--- src/rtl/vedic_prod_accum.sv ---
// Accumulates N_TERMS unsigned 8-bit products into one result. The result is
// presented on a valid/ready handshake and can either saturate or wrap on overflow.
module vedic_prod_accum #(
  parameter int ACC_W    = 16,
  parameter int N_TERMS  = 4,
  parameter bit SATURATE = 1'b1
) (
  input  logic             clk,
  input  logic             rst,
  input  logic             clr,
  input  logic [7:0]       prod_in,
  input  logic             prod_valid,
  output logic             prod_ready,
  output logic [ACC_W-1:0] acc_out,
  output logic             acc_valid,
  input  logic             acc_ready,
  output logic             ovf,
  output logic [7:0]       term_cnt
);

  typedef enum logic {S_ACCUM = 1'b0, S_HOLD = 1'b1} state_t;

  localparam logic [7:0] LAST_CNT = 8'(N_TERMS - 1);

  state_t           r_state, w_state_next;
  logic [ACC_W-1:0] r_acc, w_acc_next;
  logic [ACC_W-1:0] r_acc_out, w_acc_out_next;
  logic             r_flag, w_flag_next;
  logic             r_ovf, w_ovf_next;
  logic [7:0]       r_term_cnt, w_cnt_next;

  logic             w_accept;
  logic [ACC_W:0]   w_sum;
  logic             w_flag_sum;
  logic [ACC_W-1:0] w_acc_sum;

  assign prod_ready = (r_state == S_ACCUM) && !clr && !rst;
  assign w_accept   = prod_valid && prod_ready;

  // The extra top bit of the sum is the carry out that marks overflow.
  assign w_sum      = {1'b0, r_acc} + {{(ACC_W + 1 - 8){1'b0}}, prod_in};
  assign w_flag_sum = r_flag | w_sum[ACC_W];
  assign w_acc_sum  = (SATURATE && w_flag_sum) ? {ACC_W{1'b1}} : w_sum[ACC_W-1:0];

  always_comb begin
    w_state_next   = r_state;
    w_acc_next     = r_acc;
    w_acc_out_next = r_acc_out;
    w_flag_next    = r_flag;
    w_ovf_next     = r_ovf;
    w_cnt_next     = r_term_cnt;
    if (clr) begin
      w_state_next = S_ACCUM;
      w_acc_next   = '0;
      w_flag_next  = 1'b0;
      w_ovf_next   = 1'b0;
      w_cnt_next   = '0;
    end else begin
      case (r_state)
        S_ACCUM: begin
          if (w_accept) begin
            w_acc_next  = w_acc_sum;
            w_flag_next = w_flag_sum;
            w_cnt_next  = r_term_cnt + 8'd1;
            if (r_term_cnt == LAST_CNT) begin
              w_state_next   = S_HOLD;
              w_acc_out_next = w_acc_sum;
              w_ovf_next     = w_flag_sum;
            end
          end
        end
        S_HOLD: begin
          // The result registers keep the delivered value until the next frame loads.
          if (acc_ready) begin
            w_state_next = S_ACCUM;
            w_acc_next   = '0;
            w_flag_next  = 1'b0;
            w_cnt_next   = '0;
          end
        end
        default: w_state_next = S_ACCUM;
      endcase
    end
  end

  always_ff @(posedge clk or posedge rst) begin
    if (rst) begin
      r_state    <= S_ACCUM;
      r_acc      <= '0;
      r_acc_out  <= '0;
      r_flag     <= 1'b0;
      r_ovf      <= 1'b0;
      r_term_cnt <= '0;
    end else begin
      r_state    <= w_state_next;
      r_acc      <= w_acc_next;
      r_acc_out  <= w_acc_out_next;
      r_flag     <= w_flag_next;
      r_ovf      <= w_ovf_next;
      r_term_cnt <= w_cnt_next;
    end
  end

  assign acc_out   = r_acc_out;
  assign acc_valid = (r_state == S_HOLD);
  assign ovf       = r_ovf;
  assign term_cnt  = r_term_cnt;

endmodule

--- config.mk ---
export PLATFORM = sky130hd
export DESIGN_NAME = vedic_prod_accum
export DESIGN_NICKNAME = d
export VERILOG_FILES = /design/src/rtl/vedic_prod_accum.sv
export SDC_FILE = /design/constraint.sdc
export NUM_CORES = 1
export LEC_CHECK = 0
export ABC_AREA = 0
export ABC_CLOCK_PERIOD_IN_PS = 4520
export CAP_MARGIN = 25
export CORE_MARGIN = 1.5
export CORE_UTILIZATION = 55
export DETAILED_ROUTE_END_ITERATION = 16
export PLACE_DENSITY = 0.82
export SYNTH_ARGS = -nofsm -noshare
export SYNTH_HDL_FRONTEND = slang
export SYNTH_SLANG_ARGS = --single-unit
--- constraint.sdc ---
create_clock -name clk -period 4.52 [get_ports clk]
set_clock_uncertainty 0.15 [all_clocks]
set_input_delay 0.904 -clock clk [delete_from_list [all_inputs] [get_ports clk]]
set_output_delay 0.904 -clock clk [all_outputs]
set_load 0.02 [all_outputs]
==> run_1/flops_by_reg.png <==
Other sequential cells in the stronger gray, the rest of the logic in the fainter gray.
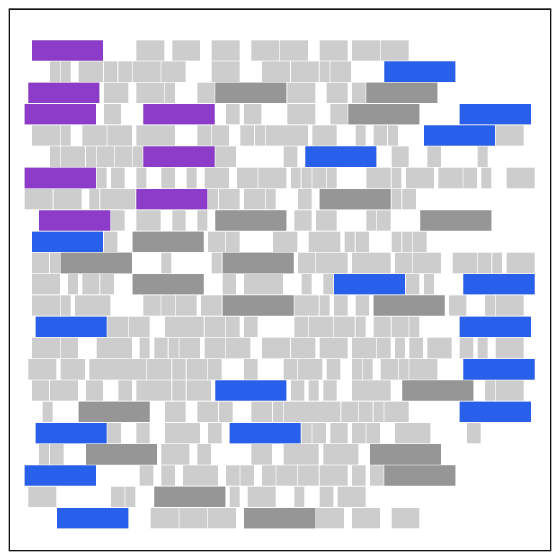
| signal | color | flops | where |
|---|---|---|---|
| `term_cnt` | purple | 8 | top left |
| `acc_out` | blue | 16 | all over the die |
not colored: 19
proportion of cell area occupied by registers: 36.72%
power of the sequential group: 0.000413 W
Seq. cell area: 1076 sq um
final core occ: 71.71%

==> run_1/io_fan.png <==
Bar = 20 um.
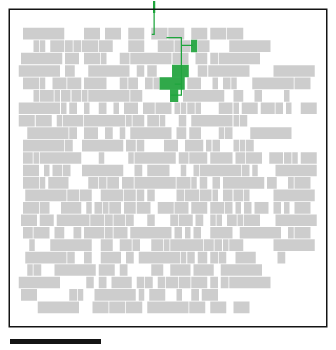
| port | color | direction | end cells | buffers | wire |
|---|---|---|---|---|---|
| `rst` | green | input | 4 | 1 | 27.5 um |
port bufs: 39
I/O pin total: 40

==> run_1/layer_met2.png <==
Bar = 20 um.
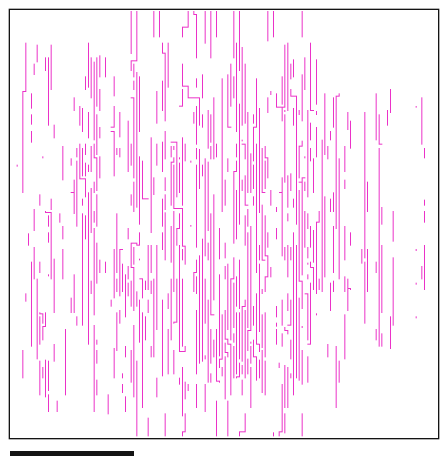
main direction: vertical
nets with wire on the layer: 269
longest straight run: 32.0 um
share of all routed wire: 48%
wire length on this layer: 2580 um
Detailed Route WL: 5417 um
via count: 2063
met2 Use GR: 37.50%

==> out/highlights.md, run 1 <==
Status
- finished clean — outcome

Final timing
- 294.0 MHz — achievable frequency
- 39.88% — headroom to the max-slew limit
- 75.26% — cycle use final
- 3.402 ns — minimum clock period after layout
- no — unrepaired setup endpoints after global routing
- 0 — endpoints failing setup
- 0 — final count of pins violating max slew

Drt
- 15.39 um — Routed WL per cell
- 0 — count of unresolved DRC violations after routing

Synth
- dfrtp_1 (45%), nor2_1 (5.8%), a21oi_1 (5.2%), ha_1 (4.7%), xor2_1 (4.0%) — Post-synth area hogs
- 43 — register bit count reported by yosys
- 2402 sq um — area of the mapped netlist
- 44.79% — share of Yosys cell area claimed by the top area cell type
- 44.79% — portion of the post-synthesis area used by sequential elements
- 42 — distinct cell type count of the synthesized netlist
- 262 — cell count after synthesis
- 285 — floorplan net count
- dfrtp_1 — cell accounting for the most synthesized area
- 262 — cell total in the yosys stat output

Place
- 2838 sq um — Post-Place Cell Area
- 344 — # placed instances
- 3793 um — Post-DP HPWL

Critical path
- 7 — Max FO, Critical Path
- primary input to primary output — CP Class
- clkdlybuf4s50_1 — worst-path cell with the longest stage delay
- clkdlybuf4s50_1 — Worst path most repeated cell
- 0.64 ns — Largest stage delay, worst path
- clkdlybuf4s50_1, nor3_1, clkdlybuf4s50_1 — cells along the critical path
- primary output — endpoint class of the critical path

Layout
- 2930 sq um — final instance area
- 324 — fin nets
- 0 — number of antenna cells inserted
- 352 — non-filler instance count after layout
- dfrtp_1 (43), clkdlybuf4s50_1 (39), nor2_1 (37) — most instantiated logic cells after routing

Clock tree
- 0 — number of cells upsized or downsized after cts
- 0.09 ns — clock-pin slew reported for the worst setup and hold paths after clock tree synthesis
- clkbuf_8 — Root Buffer
- 43 — clock sink count
- 2 — H-tree levels
- 5 — clock buffer count from CTS

Pwr
- 0.1820 mV — maximum vdd ir drop
- 1.298 nW — leakage component of the power
- 0.0008359 W — total power after layout

GRT
- 30.91% — Global Route met1 Usage
- 3.801% — M3 GR Usage
- 0 — total congestion overflow after global routing
- 23.02% — Global Route Usage Sum
- 44 — largest net degree at the start of global routing
- met2 — most utilized layer in the global route result

Floorplan
- 4773 sq um — total die size
- 4086 sq um — core box area
- 58.79% — floorplan core density
- 69.09 um — floorplan die height

Worst hold path
- register to register — hold crit path type

Flow run
- 0 — max-capacitance violation count
- 26 — tool warnings

-- run 1: synthesized netlist by cell type (all sizes together) --
cell type  number
nand3b          1
mux2i           4
o211ai          6
a21oi          25
nor3b           1
xnor2           7
xor2           11
fa              1
clkbuf          8
nand2          15
nor4            1
o21ai          14
o22ai           1
a211o           1
inv             7
o221a           1
a211oi          5
ha              9
dfrtp          43
a22o            1
nor4b           2
and2            4
buf             2
nand2b          2
a221oi          1
nand3          19
nor3            8
o21a            1
a21bo           1
a31oi           8
or4b            1
or4             1
a21o            3
and3            4
o41a            1
nor2           37
a31o            1
nand4           4
-- run 1: path summary, 6_finish.rpt --
kind	from	end	slack (ns)	depth (start not counted)
setup / recovery	clr	prod_ready	1.12	3
hold / removal	r_acc[3]	r_acc[3]	0.37	2
hold reg to reg	r_acc[3]	r_acc[3]	0.37	2
setup reg to reg	r_acc[0]	acc_out[9]	1.76	7
min in group asynchronous	rst	acc_out[14]	0.99	3
max in group asynchronous	rst	term_cnt[0]	2.85	3
-- run 1: power by group --
| part | switching, W | total, W | internal (W) |
|---|---|---|---|
| Clock | 0.000145 | 0.000256 | 0.000111 |
| Combinational | 0.0000972 | 0.000167 | 0.0000701 |
| Sequential | 0.0000112 | 0.000413 | 0.000402 |
-- run 1: layer usage --
layer / vias to the layer above / routed length [um] / share of wire [%]
met1: 978 / 2510 / 46
met3: 8 / 236 / 4.4
li1: 1022 / - / -
met5: - / 0 / 0
met4: 0 / 87 / 1.6
met2: 55 / 2582 / 48
-- run 1: flip-flops by register name, indices dropped and copies added, names as in the netlist --
register and count:
ovf 1, acc_out 16, term_cnt 8, r_flag 1, acc_valid 1, r_acc 16
-- run 1: metrics by stage --
| step | util (%) | setup WS (ns) |
|---|---|---|
| after global routing | 71.71 | 0.9739 |
| after floorplan | - | 1.560 |
| final | 71.71 | 1.118 |
| after detailed placement | 69.44 | 0.8190 |
| after CTS | 71.71 | 1.119 |
| after global placement | 69.44 | 0.8608 |
-- run 1: worst max-delay path, delay by kind of cell --
kind	cells	cell delay (ns)
buffers and inverters	2	1.17
and+or+nand+nor	1	0.27
-- run 1: cells by family (layout without fill, tap and decap cells) --
group	after synthesis	in the layout	share of synthesized area (%)
AOI/OAI and AO/OA	70	70	18.49
xor gates and xnor gates	18	18	6.562
adders and majority gates	10	10	5.521
buffers and inverters	17	57	2.761
DFF	43	43	44.79
muxes	4	4	1.667
and+or+nand+nor	100	100	20.21
-- run 1: cell type report --
cell class | instances | area, sq um
Tap cell | 50 | 62.56
Fill cell | 334 | 1156
Inverter | 7 | 26.28
Timing Repair Buffer | 42 | 412.9
Clock buffer | 5 | 68.82
Clock inverter | 3 | 23.77
Multi-Input combinational cell | 202 | 1260
Sequential cell | 43 | 1076
==> inputs of run 2 (changes only) <==
ABC_CLOCK_PERIOD_IN_PS = 3100   (was 4520)
CORE_UTILIZATION = 48   (was 55)
PLACE_DENSITY = 0.76   (was 0.82)
clock period = 3.1 ns   (was 4.52 ns; I/O delays follow)
==> out/highlights.md, run 2 <==
Status
- finished clean — outcome

Worst hold path
- r_acc[6] — min-delay src
- r_acc[6] — endpoint with the worst hold slack
- 2 — number of cells on the worst hold path, unchanged
- register to register — hold crit path type

Synth
- dfrtp_1 — cell accounting for the most synthesized area
- 262 — cell total in the yosys stat output, unchanged
- 262 — cell count after synthesis, unchanged
- 285 — floorplan net count, unchanged
- 42 — distinct cell type count of the synthesized netlist, unchanged
- 44.79% — share of Yosys cell area claimed by the top area cell type, unchanged
- dfrtp_1 (45%), nor2_1 (5.8%), a21oi_1 (5.2%), ha_1 (4.7%), xor2_1 (4.0%) — Post-synth area hogs
- 0 — number of enable flip-flop cells, unchanged
- dfrtp_1 (43), nor2_1 (37), a21oi_1 (25) — ranking of synthesized cells by instance count
- 2402 sq um — area of the mapped netlist, unchanged
- 43 — register bit count reported by yosys, unchanged
- dfrtp_1 — most common flop cell mapped by yosys
- 44.79% — portion of the post-synthesis area used by sequential elements, unchanged
- dfrtp_1 — most used standard cell by instance count after synthesis
- 9.169 sq um — Mapped Avg Cell Area
- 100.0% — FFs w/ async S/R, synth, unchanged

Final timing
- 2.809 ns — minimum clock period after layout
- 0 — final hold violation count
- 90.62% — cycle use final
- no — unrepaired setup endpoints after global routing
- 0 — endpoints failing setup, unchanged
- 0.5391 ns — Worst Max-Slew Pin Slew
- 356.0 MHz — achievable frequency
- 63.96% — headroom to the max-slew limit, +24 points
- 0 — final count of pins violating max slew, unchanged

Clock tree
- 5 — clock buffer count from CTS, unchanged
- 0.07 ns — clock-pin slew reported for the worst setup and hold paths after clock tree synthesis, -0.02 ns
- clkbuf_8 — Root Buffer
- 0 — buffers inserted during post-CTS setup optimization
- 0 — number of cells upsized or downsized after cts, unchanged
- 2 — H-tree levels, unchanged
- yes — CTS tree
- 43 — clock sink count, unchanged
- 0.30 ns — clock insertion delay at the later pin of the skew report

Place
- 39 — port bufs, unchanged
- 4004 um — Post-DP HPWL, +5.6%
- 0.9770 — placer congestion estimate

Layout
- 1260 sq um — Logic area, unchanged
- 1076 sq um — Seq. cell area, unchanged
- dfrtp_1 — most common logic cell in the routed design
- 338 — fin nets, +4.3%
- 0 — number of antenna cells inserted, unchanged
- dfrtp_1 (43), clkdlybuf4s50_1 (39), nor2_1 (37) — most instantiated logic cells after routing
- 26.77% — layout overhead on the synthesized area

Critical path
- 7 — Max FO, Critical Path, unchanged
- 0.70 ns — register-to-register path setup slack, -1.06 ns
- r_acc[7] — source of the worst register-to-register timing path
- 7 — path depth of the worst reg2reg path, unchanged
- 2.04 ns — arrival time at the worst endpoint
- primary output — endpoint class of the critical path
- r_acc[15] — worst r2r dst
- primary input to primary output — CP Class

Drt
- 0 — number of nets still failing antenna checks after routing
- 0 — count of unresolved DRC violations after routing, unchanged
- 14.39 um — Routed WL per cell, -6.5%
- 4 — iteration count of the initial detailed-routing pass

Floorplan
- 5438 sq um — total die size, +14%
- 50.20% — floorplan core density, -8.6 points
- 4786 sq um — core box area, +17%
- 25 — Core Rows
- 40 — I/O pin total, unchanged
- 73.75 um — floorplan die height, +6.7%

Pwr
- 0.001203 W — total power after layout, +44%
- 0.2611 mV — maximum vdd ir drop, +43%
- 1.368 nW — leakage component of the power, +5.4%

GRT
- 44 — largest net degree at the start of global routing, unchanged
- 22.90% — Global Route Usage Sum, -0.12 points
- 0 — total congestion overflow after global routing, unchanged
- 2075 — vias in the first global route

Flow run
- 0 — max-capacitance violation count, unchanged
- 26 — tool warnings, unchanged

-- run 2: through the flow --
| stage | setup slack, ns | util [%] | hold slack [ns] | area, sq um | instances |
|---|---|---|---|---|---|
| 2_1_floorplan | 0.4239 | - | 0.3230 | 2402 | 262 |
| 3_3_place_gp | 0.06369 | 61.93 | 0.3378 | 2964 | 375 |
| 3_5_place_dp | 0.05950 | 61.93 | 0.3606 | 2964 | 375 |
| 4_1_cts | 0.2849 | 63.63 | 0.3764 | 3045 | 383 |
| 5_1_grt | 0.1548 | 63.63 | 0.4226 | 3045 | 383 |
| 6_report | 0.2907 | 63.63 | 0.3717 | 3045 | 383 |
-- run 2: kinds of logic after synthesis --
family	share of synthesized area [%]
flops	44.79
mux	1.667
xor+xnor	6.562
buf+inv	2.761
simple gates	20.21
compound gates	18.49
fa+ha+maj	5.521
-- run 2: area by class of cell --
| class | instances | area share, % |
|---|---|---|
| Clock buffer | 7 | 2.506 |
| Clock inverter | 1 | 0.1643 |
| Inverter | 7 | 0.8628 |
| Multi-Input combinational cell | 202 | 41.37 |
| Sequential cell | 43 | 35.33 |
| Tap cell | 67 | 2.753 |
| Timing Repair Buffer | 56 | 17.01 |
-- run 2: per-layer routing --
| layer | vias to the layer above | global-route usage [%] | share of wire [%] |
|---|---|---|---|
| met4 | 0 | 8.436 | 1.7 |
| met3 | 8 | 3.841 | 3.3 |
| met2 | 39 | 38.64 | 48 |
| li1 | 1050 | - | - |
| met5 | - | 0 | 0 |
| met1 | 991 | 29.43 | 47 |
-- run 2: worst max-delay path, cell delays in order --
cell and delay, ns:
clkdlybuf4s50_1 0.52, nor3_1 0.25, clkdlybuf4s50_1 0.65
-- run 2: worst max-delay path by stage --
stage               start          to  slack (ns)  cells after the start
2_1_floorplan  prod_in[0]  acc_out[9]        0.42                      7
3_3_place_gp   prod_in[0]    r_acc[8]        0.06                      9
3_5_place_dp   prod_in[0]    r_acc[8]        0.06                      9
4_1_cts               clr  prod_ready        0.28                      3
5_1_grt        prod_in[0]    r_acc[8]        0.15                      9
6_report              clr  prod_ready        0.29                      3
-- run 2: where the power goes --
group	total [W]	switching (W)	leakage (nW)	internal, W
registers	0.000601	0.0000158	0.593	0.000586
logic	0.000255	0.000142	0.733	0.000113
clock network	0.000347	0.000188	0.0422	0.000158
==> run_2/placement.png <==
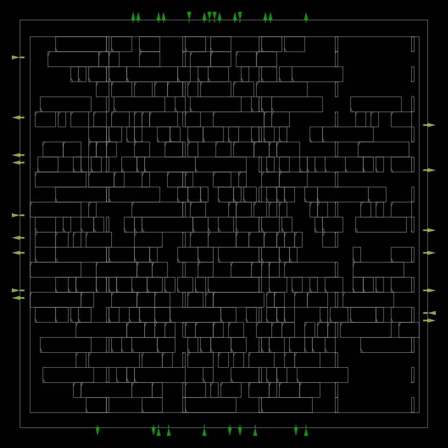
proportion of cell area occupied by registers: 35.33%
fillers: 408

==> run_2/layer_met2.png <==
Bar = 20 um.
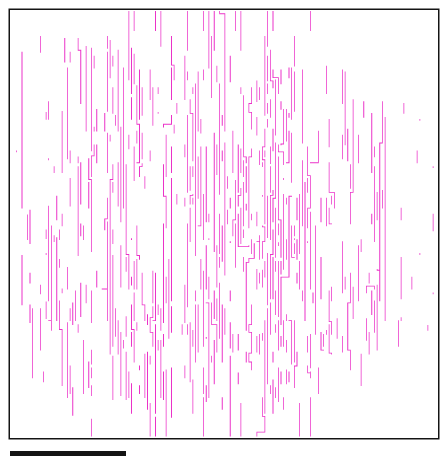
via count: 2088
met2 Use GR: 38.64%
Detailed Route WL: 5513 um

Power is estimated from default activity; no workload was simulated.
